## src/rtl/button_conditioner_if.sv

```systemverilog
// Raw push-button levels in, conditioned single-cycle command pulses out.
interface button_conditioner_if;
  logic BtnL;
  logic BtnR;
  logic BtnC;
  logic BtnU;
  logic Left;
  logic Right;
  logic Select;
  logic Start;

  modport master (
    output BtnL, BtnR, BtnC, BtnU,
    input  Left, Right, Select, Start
  );

  modport slave (
    input  BtnL, BtnR, BtnC, BtnU,
    output Left, Right, Select, Start
  );
endinterface

```

## src/rtl/button_conditioner.sv

```systemverilog
// Four independent button channels: 2-flop synchronizer, debounce, and a
// press/hold/release FSM emitting one-cycle pulses with optional auto-repeat.
module button_conditioner #(
  parameter int unsigned DEBOUNCE_CYCLES = 32'd500000,
  parameter int unsigned REPEAT_DELAY    = 32'd50000000,
  parameter int unsigned REPEAT_PERIOD   = 32'd20000000,
  parameter logic [3:0]  REPEAT_MASK     = 4'b0011
) (
  input  logic                Clk,
  input  logic                Reset,
  button_conditioner_if.slave btn
);

  localparam int unsigned NCH     = 32'd4;
  localparam int unsigned MAX_DR  = (DEBOUNCE_CYCLES > REPEAT_DELAY) ? DEBOUNCE_CYCLES : REPEAT_DELAY;
  localparam int unsigned MAX_CYC = (MAX_DR > REPEAT_PERIOD) ? MAX_DR : REPEAT_PERIOD;
  localparam int unsigned CW      = (MAX_CYC > 32'd2) ? $clog2(MAX_CYC) : 32'd1;

  localparam logic [CW-1:0] DEB_LAST = CW'(DEBOUNCE_CYCLES - 32'd1);
  localparam logic [CW-1:0] RPD_LAST = CW'(REPEAT_DELAY - 32'd1);
  localparam logic [CW-1:0] RPP_LAST = CW'(REPEAT_PERIOD - 32'd1);
  localparam logic [CW-1:0] CNT_ONE  = CW'(32'd1);

  typedef enum logic [2:0] {
    ST_LOCK        = 3'd0,
    ST_IDLE        = 3'd1,
    ST_ARM_PRESS   = 3'd2,
    ST_PULSE       = 3'd3,
    ST_HELD        = 3'd4,
    ST_RPT_PULSE   = 3'd5,
    ST_RPT_WAIT    = 3'd6,
    ST_ARM_RELEASE = 3'd7
  } state_t;

  logic [NCH-1:0] raw_s;
  logic [NCH-1:0] sync1_d;
  logic [NCH-1:0] sync1_q;
  logic [NCH-1:0] sync2_d;
  logic [NCH-1:0] sync2_q;
  logic [NCH-1:0] pulse_d;
  logic [NCH-1:0] pulse_q;
  state_t         state_d [NCH];
  state_t         state_q [NCH];
  logic [CW-1:0]  cnt_d   [NCH];
  logic [CW-1:0]  cnt_q   [NCH];

  assign raw_s      = {btn.BtnU, btn.BtnC, btn.BtnR, btn.BtnL};
  assign btn.Left   = pulse_q[0];
  assign btn.Right  = pulse_q[1];
  assign btn.Select = pulse_q[2];
  assign btn.Start  = pulse_q[3];

  // Synchronizer chain inputs.
  always_comb begin
    sync1_d = raw_s;
    sync2_d = sync1_q;
  end

  // Next state and counter per channel; the FSM only ever looks at sync2_q.
  always_comb begin
    for (int i = 0; i < NCH; i++) begin
      state_d[i] = state_q[i];
      cnt_d[i]   = cnt_q[i];
      case (state_q[i])
        ST_LOCK: begin
          if (sync2_q[i]) begin
            cnt_d[i] = '0;
          end else if (cnt_q[i] == DEB_LAST) begin
            state_d[i] = ST_IDLE;
            cnt_d[i]   = '0;
          end else begin
            cnt_d[i] = cnt_q[i] + CNT_ONE;
          end
        end
        ST_IDLE: begin
          cnt_d[i] = '0;
          if (sync2_q[i]) begin
            state_d[i] = ST_ARM_PRESS;
          end else begin
            state_d[i] = ST_IDLE;
          end
        end
        ST_ARM_PRESS: begin
          if (!sync2_q[i]) begin
            state_d[i] = ST_IDLE;
            cnt_d[i]   = '0;
          end else if (cnt_q[i] == DEB_LAST) begin
            state_d[i] = ST_PULSE;
            cnt_d[i]   = '0;
          end else begin
            cnt_d[i] = cnt_q[i] + CNT_ONE;
          end
        end
        ST_PULSE: begin
          state_d[i] = ST_HELD;
          cnt_d[i]   = '0;
        end
        ST_HELD: begin
          if (!sync2_q[i]) begin
            state_d[i] = ST_ARM_RELEASE;
            cnt_d[i]   = '0;
          end else if (REPEAT_MASK[i]) begin
            if (cnt_q[i] == RPD_LAST) begin
              state_d[i] = ST_RPT_PULSE;
              cnt_d[i]   = '0;
            end else begin
              cnt_d[i] = cnt_q[i] + CNT_ONE;
            end
          end else begin
            cnt_d[i] = cnt_q[i];
          end
        end
        ST_RPT_PULSE: begin
          state_d[i] = ST_RPT_WAIT;
          cnt_d[i]   = '0;
        end
        ST_RPT_WAIT: begin
          if (!sync2_q[i]) begin
            state_d[i] = ST_ARM_RELEASE;
            cnt_d[i]   = '0;
          end else if (cnt_q[i] == RPP_LAST) begin
            state_d[i] = ST_RPT_PULSE;
            cnt_d[i]   = '0;
          end else begin
            cnt_d[i] = cnt_q[i] + CNT_ONE;
          end
        end
        ST_ARM_RELEASE: begin
          // A bounce back high returns to HELD and restarts the repeat delay.
          if (sync2_q[i]) begin
            state_d[i] = ST_HELD;
            cnt_d[i]   = '0;
          end else if (cnt_q[i] == DEB_LAST) begin
            state_d[i] = ST_IDLE;
            cnt_d[i]   = '0;
          end else begin
            cnt_d[i] = cnt_q[i] + CNT_ONE;
          end
        end
        default: begin
          state_d[i] = ST_LOCK;
          cnt_d[i]   = '0;
        end
      endcase
    end
  end

  // Output decode from the next state so the pulse flop mirrors the pulse states.
  always_comb begin
    pulse_d = '0;
    for (int i = 0; i < NCH; i++) begin
      pulse_d[i] = (state_d[i] == ST_PULSE) || (state_d[i] == ST_RPT_PULSE);
    end
  end

  // State, counter, synchronizer and output registers.
  always_ff @(posedge Clk or posedge Reset) begin
    if (Reset) begin
      sync1_q <= '0;
      sync2_q <= '0;
      pulse_q <= '0;
      for (int i = 0; i < NCH; i++) begin
        state_q[i] <= ST_LOCK;
        cnt_q[i]   <= '0;
      end
    end else begin
      sync1_q <= sync1_d;
      sync2_q <= sync2_d;
      pulse_q <= pulse_d;
      for (int i = 0; i < NCH; i++) begin
        state_q[i] <= state_d[i];
        cnt_q[i]   <= cnt_d[i];
      end
    end
  end

endmodule

```

## src/flat_wrapper.sv

```systemverilog
// flat-port wrapper written by rule: the top's interface ports become plain ports
module button_conditioner_flat 
#(
  parameter int unsigned DEBOUNCE_CYCLES = 32'd500000,
  parameter int unsigned REPEAT_DELAY    = 32'd50000000,
  parameter int unsigned REPEAT_PERIOD   = 32'd20000000,
  parameter logic [3:0]  REPEAT_MASK     = 4'b0011
)
  (Clk, Reset, btn_BtnL, btn_BtnR, btn_BtnC, btn_BtnU, btn_Left, btn_Right, btn_Select, btn_Start);
  button_conditioner_if btn_i ();
  input  logic Clk;
  input  logic Reset;
  input wire logic [$bits(btn_i.BtnL)-1:0] btn_BtnL;
  input wire logic [$bits(btn_i.BtnR)-1:0] btn_BtnR;
  input wire logic [$bits(btn_i.BtnC)-1:0] btn_BtnC;
  input wire logic [$bits(btn_i.BtnU)-1:0] btn_BtnU;
  output wire logic [$bits(btn_i.Left)-1:0] btn_Left;
  output wire logic [$bits(btn_i.Right)-1:0] btn_Right;
  output wire logic [$bits(btn_i.Select)-1:0] btn_Select;
  output wire logic [$bits(btn_i.Start)-1:0] btn_Start;
  assign btn_i.BtnL = btn_BtnL;
  assign btn_i.BtnR = btn_BtnR;
  assign btn_i.BtnC = btn_BtnC;
  assign btn_i.BtnU = btn_BtnU;
  assign btn_Left = btn_i.Left;
  assign btn_Right = btn_i.Right;
  assign btn_Select = btn_i.Select;
  assign btn_Start = btn_i.Start;
  button_conditioner #(.DEBOUNCE_CYCLES(DEBOUNCE_CYCLES), .REPEAT_DELAY(REPEAT_DELAY), .REPEAT_PERIOD(REPEAT_PERIOD), .REPEAT_MASK(REPEAT_MASK)) u_core (.Clk(Clk), .Reset(Reset), .btn(btn_i));
endmodule
```

## config.mk

```make
export PLATFORM = sky130hd
export DESIGN_NAME = button_conditioner_flat
export DESIGN_NICKNAME = d
export VERILOG_FILES = /design/src/rtl/button_conditioner_if.sv /design/src/rtl/button_conditioner.sv /design/src/flat_wrapper.sv
export SDC_FILE = /design/constraint.sdc
export NUM_CORES = 1
export LEC_CHECK = 0
export CORE_MARGIN = 1
export CORE_UTILIZATION = 57
export DETAILED_ROUTE_END_ITERATION = 16
export GPL_TIMING_DRIVEN = 0
export PLACE_DENSITY_LB_ADDON = 0.05
export SLEW_MARGIN = 0
export SYNTH_ARGS = -nofsm -noshare
export SYNTH_HDL_FRONTEND = slang
export SYNTH_SLANG_ARGS = --single-unit
```

## constraint.sdc

```tcl
create_clock -name Clk -period 4.6 [get_ports Clk]
set_input_delay 0.92 -clock Clk [delete_from_list [all_inputs] [get_ports Clk]]
set_output_delay 0.92 -clock Clk [all_outputs]
set_load 0.1 [all_outputs]
```

Fig. 1: run 1, clock distribution
Scale bar: 20 um.
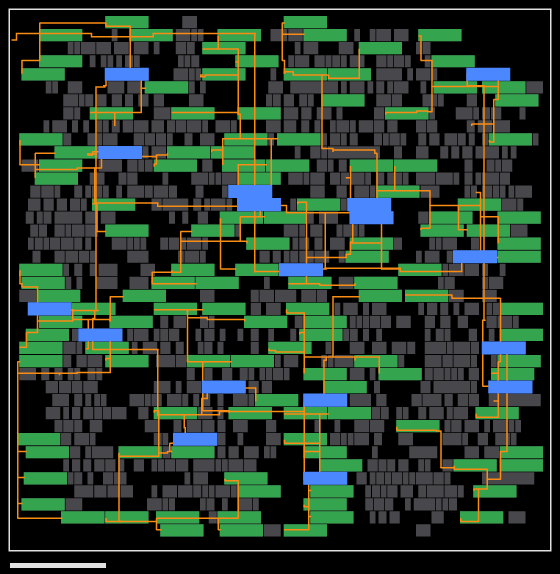
Key: orange = clock wires [length 1,640 um]; green = flip-flops [count 128]; blue = clock drivers [count 17]
Position of the flops: spread over the die.

Fig. 2: run 1, congestion heat map
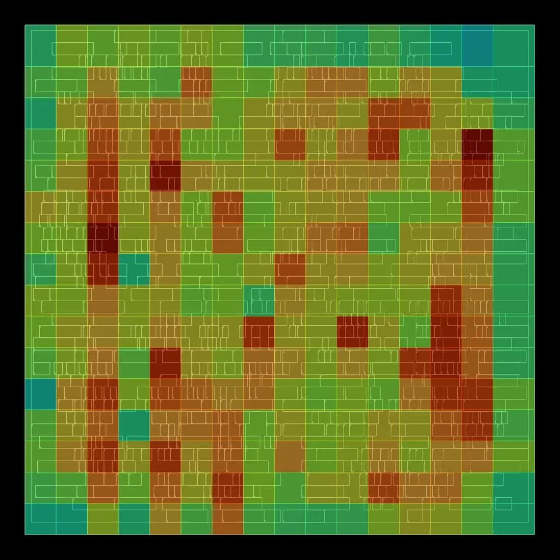
met3 global-route usage: 5.25%
GRT Max-Usage Layer: met2

Fig. 3: run 1, placement by cell class
Scale bar: 20 um.
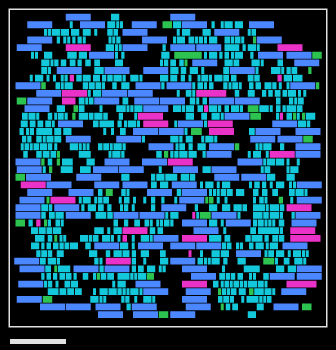
Key: blue = sequential cells [cells 128, share of their area 42%]; cyan = combinational and other logic [cells 605, share of their area 47%]; green = remaining buffers and delay cells [cells 43, share of their area 3.8%]; magenta = clock drivers and dummy loads [cells 29, share of their area 7.4%]
row cnt: 40
utilization after layout: 65.7%
cell area after layout: 7860 um^2
Seq/total area: 40.8%
core area: 12,000 um^2

==> changes_impl.md, run 1 <==
### Changed

- Xor/xnor share: 11.2%
- Final WS setup: 1800 ps
- Share of the synthesized area in the top cell type: 45.9%
- Setup violations, final: 0
- AO/OA Area Share: 7.51%
- Chip height: 113 um
- Hold Fails Final Rpt: 0
- # nets final: 805
- Pins Over Slew Limit: 0
- Yosys Chip Area: 6980 um^2
- Grt ovf: 0
- Insertion Delay late pin: 420 ps
- Vias in the first global route: 5,335
- Slew @ Worst Pin: 965 ps
- Root buffer cell: clkbuf_16
- Placed cells: 923
- CTS hold repair buffers: 0
- Worst-path clk slew: 50 ps
- TritonCTS Sinks: 128
- Pin count of the biggest net entering global routing: 75
- Cell accounting for the most synthesized area: dfrtp_1
- CTS tree: done
- DIE AREA: 12,700 um^2
- EDFF count, synth: 0
- Hold Path Class: flip-flop to flip-flop
- Tcrit/Tclk final: 60.8%
- Leak Pwr: 3.17 nW
- Power per cell area: 363 nW/um^2
- Worst setup SP type: flip-flop
- Post-synthesis instance total: 766
- Avg Cell Area, Syn: 9.12 um^2
- Mapped Area: 6980 um^2
- Initial antenna violation count: 0
- Cells in synth_stat.txt: 766
- IO Count: 10
- Post-Route WL: 14,200 um
- Fp util: 58.4%
- Commonest flop: dfrtp_1
- Port Buf Inserts: 9
- Run status: complete, no violations
- Crit-path max FO: 1
- Final non-filler cell total: 952
- Delay-heaviest family, CP: buffers and inverters
- Die X: 113 um
- Crit path arrival time: 1880 ps
- Count of warnings emitted by yosys: 0
- # resized after CTS: 0
- Top cells, area: dfrtp_1, nor2_1, xor2_1
- Gr usage total: 24.2%
- Synth Seq Share: 45.9%
- Ys async rst share: 100%
- Worst-path cell chain: clkdlybuf4s50_1
- Area grow syn2layout: 12.5%
- H-tree depth: 4
- Data required time of the worst path: 3680 ps
- Simple-Gate Area Share: 31.2%
- Num CTS Buffers: 17
- Routed via count: 5,581
- CP bufs+invs: 1
- Number of maximum-capacitance violations: 0
- Critical path class: flip-flop to primary output
- N_diodes: 0
- Max incr delay on CP: 1130 ps
- Drt wl/cell: 14.9 um
- Post-synth top cells: nor2_1, dfrtp_1, nand2_1
- Logic family by area: simple AND/OR/NAND/NOR gates
- GP Congestion: 0.851
- First-pass DRT Iterations: 6
- Vias/cell: 5.86
- Worst IR Drop VDD: 0.308 mV
- Post-CTS setup buffers: 0
- Worst setup EP type: primary output
- Global-route wire length before repair: 24,600 um
- DRC: 0
- Worst clock skew: 8.75 ps
- Ys flops: 128
- Mux cell area share: 0.305%
- DP HPWL: 9640 um
- Antenna-violating nets left: 0
- FMAX: 0.358 GHz
- Slew margin rel.: 35.5%
- Most numerous cell in the Yosys netlist: nor2_1
==> run 1: area by class of cell <==
cell class                 instances  area (um^2)
fill                             949         4110
tap                              147          184
buffer                            33          178
sequential                       128         3200
clock inverter                     8          115
multi-input combinational        591         3550
clock buffer                      21          450
inverter                          14         57.6
timing repair buffer              10          118
==> run 1: kinds of logic (layout without fill, tap and decap cells) <==
kind of cell,Yosys count,in the layout
AOI/OAI and AO/OA,75,75
xor gates and xnor gates,89,89
adders and majority gates,4,4
buffers and inverters,47,86
DFF,128,128
muxes,2,2
and+or+nand+nor,421,421
==> run 1: routing by layer <==
metal / up-vias / global-route usage [%] / share of wire [%]
met3: 23 / 5.25 / 3.5
li1: 2744 / - / -
met1: 2710 / 31.8 / 47
met5: - / 0 / 0
met2: 104 / 38.8 / 48
met4: 0 / 10.7 / 1.7
==> run 1: flip-flops by register name (all words and copies together), names as in the netlist <==
| name | count |
|---|---|
| u_core.pulse_q | 4 |
| u_core.cnt_q | 104 |
| u_core.sync2_q | 4 |
| u_core.sync1_q | 4 |
| u_core.state_q | 12 |
==> run 1: cells in the final DEF (no fill, tap or decap), types with 6 or more instances in the layout <==
| cell type | n |
|---|---|
| nor2_1 | 139 |
| dfrtp_1 | 128 |
| nand2_1 | 74 |
| xor2_1 | 46 |
| nand3_1 | 45 |
| xnor2_1 | 43 |
| nand4_1 | 26 |
| nor3_1 | 22 |
| a21oi_1 | 22 |
| clkbuf_1 | 21 |
| and3_1 | 18 |
| nor4_1 | 17 |
| clkbuf_16 | 17 |
| inv_1 | 13 |
| or3_1 | 9 |
| clkdlybuf4s50_1 | 9 |
| nor2b_1 | 8 |
| o21ai_0 | 8 |
| nand2b_1 | 7 |
| o22ai_1 | 7 |
| nor3b_1 | 6 |
| buf_2 | 6 |
| and4_1 | 6 |
| nor4b_1 | 6 |
==> run 1: final timing paths <==
kind,startpoint,to,slack [ps],cells after the start
min,u_core.sync1_q[0],u_core.sync2_q[0],350,0
max reg2reg,u_core.cnt_q[35],u_core.cnt_q[49],1980,6
max in group asynchronous,Reset,u_core.state_q[4],2940,3
max,u_core.pulse_q[3],btn_Start,1800,1
min in group asynchronous,Reset,u_core.cnt_q[69],930,2
min reg2reg,u_core.sync1_q[0],u_core.sync2_q[0],350,0
==> run 1: where the power goes <==
group / total [mW] / leakage (nW) / switching (mW) / internal (mW)
clock: 1.31 / 0.282 / 0.456 / 0.850
combinational: 0.327 / 1.17 / 0.205 / 0.122
sequential: 1.22 / 1.72 / 0.0424 / 1.17
==> run 1: stage by stage <==
| stage | setup TNS (ps) | power [mW] | hold WS (ps) | area (um^2) | util [%] |
|---|---|---|---|---|---|
| 6_report | 0 | 2.85 | 346 | 7860 | 65.7 |
| 5_1_grt | 0 | 2.96 | 353 | 7860 | 65.7 |
| 4_1_cts | 0 | 2.87 | 347 | 7860 | 65.7 |
| 3_5_place_dp | 0 | 1.56 | 336 | 7290 | 61.0 |
| 3_3_place_gp | -180330 | 1.54 | 332 | 7260 | 60.7 |
| 2_1_floorplan | 0 | 1.48 | 331 | 6980 | - |
Fig. 4: run 1, logic cells by family
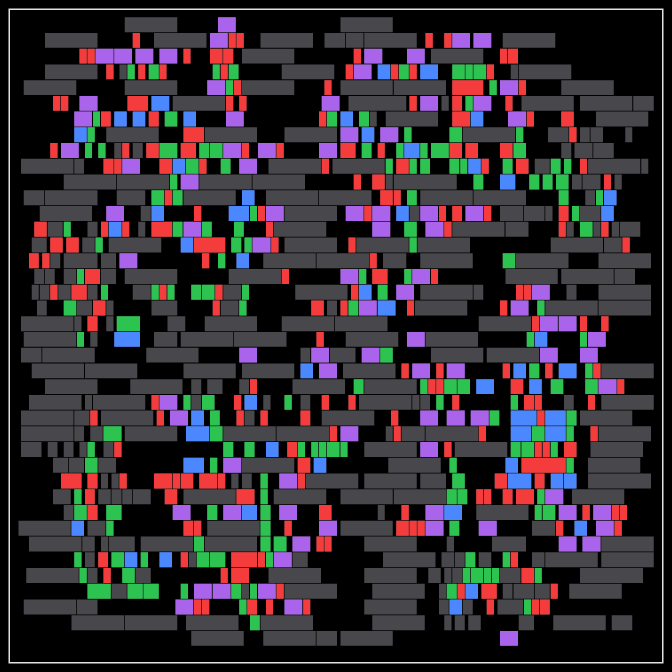

## Run 2: what changed since run 1
--- a/config.mk
+++ b/config.mk
@@ -6,7 +6,7 @@
 export NUM_CORES = 1
 export LEC_CHECK = 0
 export CORE_MARGIN = 1
-export CORE_UTILIZATION = 57
+export CORE_UTILIZATION = 63
 export DETAILED_ROUTE_END_ITERATION = 16
 export GPL_TIMING_DRIVEN = 0
 export PLACE_DENSITY_LB_ADDON = 0.05
==> constraint.sdc (replaced) <==
create_clock -name Clk -period 2.9 [get_ports Clk]
set_input_delay 0.58 -clock Clk [delete_from_list [all_inputs] [get_ports Clk]]
set_output_delay 0.58 -clock Clk [all_outputs]
set_load 0.1 [all_outputs]
Fig. 5: run 2, logic cells by family
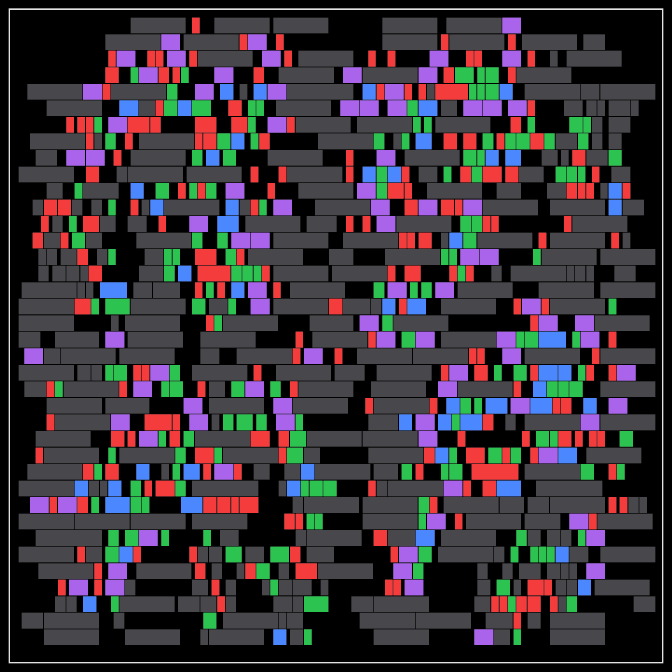
Key: blue = and/or cells [cells 54, where spread over the die]; red = nor cells [cells 206, where spread over the die]; purple = xor and xnor cells [cells 89, where spread over the die]; green = nand cells [cells 161, where spread over the die]

==> run 2 against run 1 <==
Clock skew fell by 1.3 ps. Flip-flop count did not move. Via count rose by 0.75%. Sequential share of layout area fell by 0.44 points. Setup slack got worse by 1500 ps. Die area fell by 9.4%. Clock power rose by about 70%.
==> changes_impl.md, run 2 <==
### Changed

- Fp util: 64.4%
- Logic pwr share: 11.1%
- Slew @ Worst Pin: 972 ps
- Count of warnings emitted by yosys: 0
- DIE AREA: 11,500 um^2
- Root buffer cell: clkbuf_8
- Psw: 1.17 mW
- Final WS setup: 263 ps
- Vias in the first global route: 5,334
- Worst setup SP type: flip-flop
- Antenna-violating nets left: 0
- Run status: complete, no violations
- N_diodes: 0
- Power per cell area: 589 nW/um^2
- Worst reg2reg startpoint: u_core.cnt_q[35]
- EDFF count, synth: 0
- Post-synthesis instance total: 766
- Mux cell area share: 0.305%
- Ys async rst share: 100%
- Worst IR Drop VDD: 0.563 mV
- Num CTS Buffers: 17
- Tcrit/Tclk final: 90.9%
- Logic family by area: simple AND/OR/NAND/NOR gates
- Crit-path max FO: 10
- Most used logic cell in the final layout: nor2_1
- Cell area after layout: 7940 um^2
- Post-synth top cells: nor2_1, dfrtp_1, nand2_1
- Cells in synth_stat.txt: 766
- First-pass DRT Iterations: 5
- Sequential share of power: 41.2%
- Simple-Gate Area Share: 31.2%
- Area grow syn2layout: 13.7%
- Reg2reg end: u_core.cnt_q[41]
- H-tree depth: 4
- Global-route wire length before repair: 23,900 um
- Data required time of the worst path: 3300 ps
- Die X: 107 um
- WHS: 347 ps
- Port Buf Inserts: 9
- Worst reg2reg path depth: 6
- AO/OA Area Share: 7.51%
- Most numerous cell in the Yosys netlist: nor2_1
- DP HPWL: 9690 um
- Sw Share: 25.1%
- MI comb area: 3550 um^2
- FMAX: 0.379 GHz
- Mapped Area: 6980 um^2
- Xor/xnor share: 11.2%
- Worst Hold Launch: u_core.sync1_q[0]
- Initial antenna violation count: 0
- Top cells, area: dfrtp_1, nor2_1, xor2_1
- GP Congestion: 0.827
Fig. 6: run 2, clock distribution
Scale bar: 20 um.
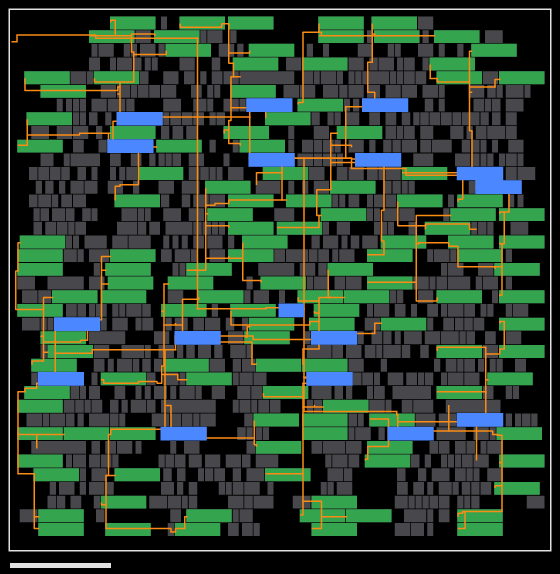
Insertion Delay late pin: 520 ps
worst clock skew: 7.49 ps
Clk power: 2.23 mW
power share of the clock group: 47.6%

[run 2: cell counts after synthesis]
No cell type changed its count.
[run 2: critical path, cell delays in order, from the launching register on]
cell     delay [ps]
dfrtp_1         410
nor4_1          360
nand3_1         220
nor4b_1         870
o22a_1          380
buf_4           230
nor2_1           60
[run 2: final cells by class]
cell class / count / share of cell area [%]
multi-input combinational: 591 / 44.7
clock buffer: 20 / 5.61
buffer: 33 / 2.24
inverter: 14 / 0.709
tap: 140 / 2.21
sequential: 128 / 40.3
timing repair buffer: 12 / 1.89
clock inverter: 12 / 2.30
[run 2: per-stage QoR]
| step | instances | util [%] |
|---|---|---|
| 2_1_floorplan | 766 | - |
| 3_3_place_gp | 915 | 66.9 |
| 3_5_place_dp | 918 | 67.5 |
| 4_1_cts | 950 | 73.3 |
| 5_1_grt | 950 | 73.3 |
| 6_report | 950 | 73.3 |
[run 2: power groups by stage]
| stage | clock, mW | combinational, mW | sequential (mW) |
|---|---|---|---|
| 5_1_grt | 2.35 | 0.578 | 1.94 |
| 3_3_place_gp | 0 | 0.492 | 1.95 |
| 2_1_floorplan | 0 | 0.377 | 1.97 |
| 4_1_cts | 2.26 | 0.522 | 1.93 |
| 3_5_place_dp | 0 | 0.518 | 1.96 |
| 6_report | 2.23 | 0.520 | 1.93 |
[run 2: cells by family (layout without fill, tap and decap cells)]
family,Yosys count,after routing
flops,128,128
simple gates,421,421
xor+xnor,89,89
mux,2,2
fa+ha+maj,4,4
buf+inv,47,91
compound gates,75,75
[run 2: how the worst max path moves through the flow]
| stage | to | slack, ps | depth (start not counted) |
|---|---|---|---|
| 3_3_place_gp | u_core.cnt_q[100] | -360 | 2 |
| 5_1_grt | u_core.cnt_q[41] | 80 | 6 |
| 6_report | u_core.cnt_q[41] | 260 | 6 |
| 2_1_floorplan | u_core.cnt_q[0] | 740 | 1 |
| 3_5_place_dp | u_core.cnt_q[33] | 350 | 6 |
| 4_1_cts | u_core.cnt_q[41] | 300 | 6 |
[run 2: layer usage]
| metal | part of all wire [%] | vias to the layer above | global-route usage [%] | routed length, um |
|---|---|---|---|---|
| li1 | - | 2743 | - | - |
| met1 | 46 | 2750 | 33.8 | 6440 |
| met2 | 49 | 110 | 43.8 | 6940 |
| met3 | 3.5 | 20 | 6.23 | 486 |
| met4 | 1.3 | 0 | 8.61 | 182 |
| met5 | 0 | - | 0 | 0 |
No activity file was given, so power comes from the tool's default toggle rates.
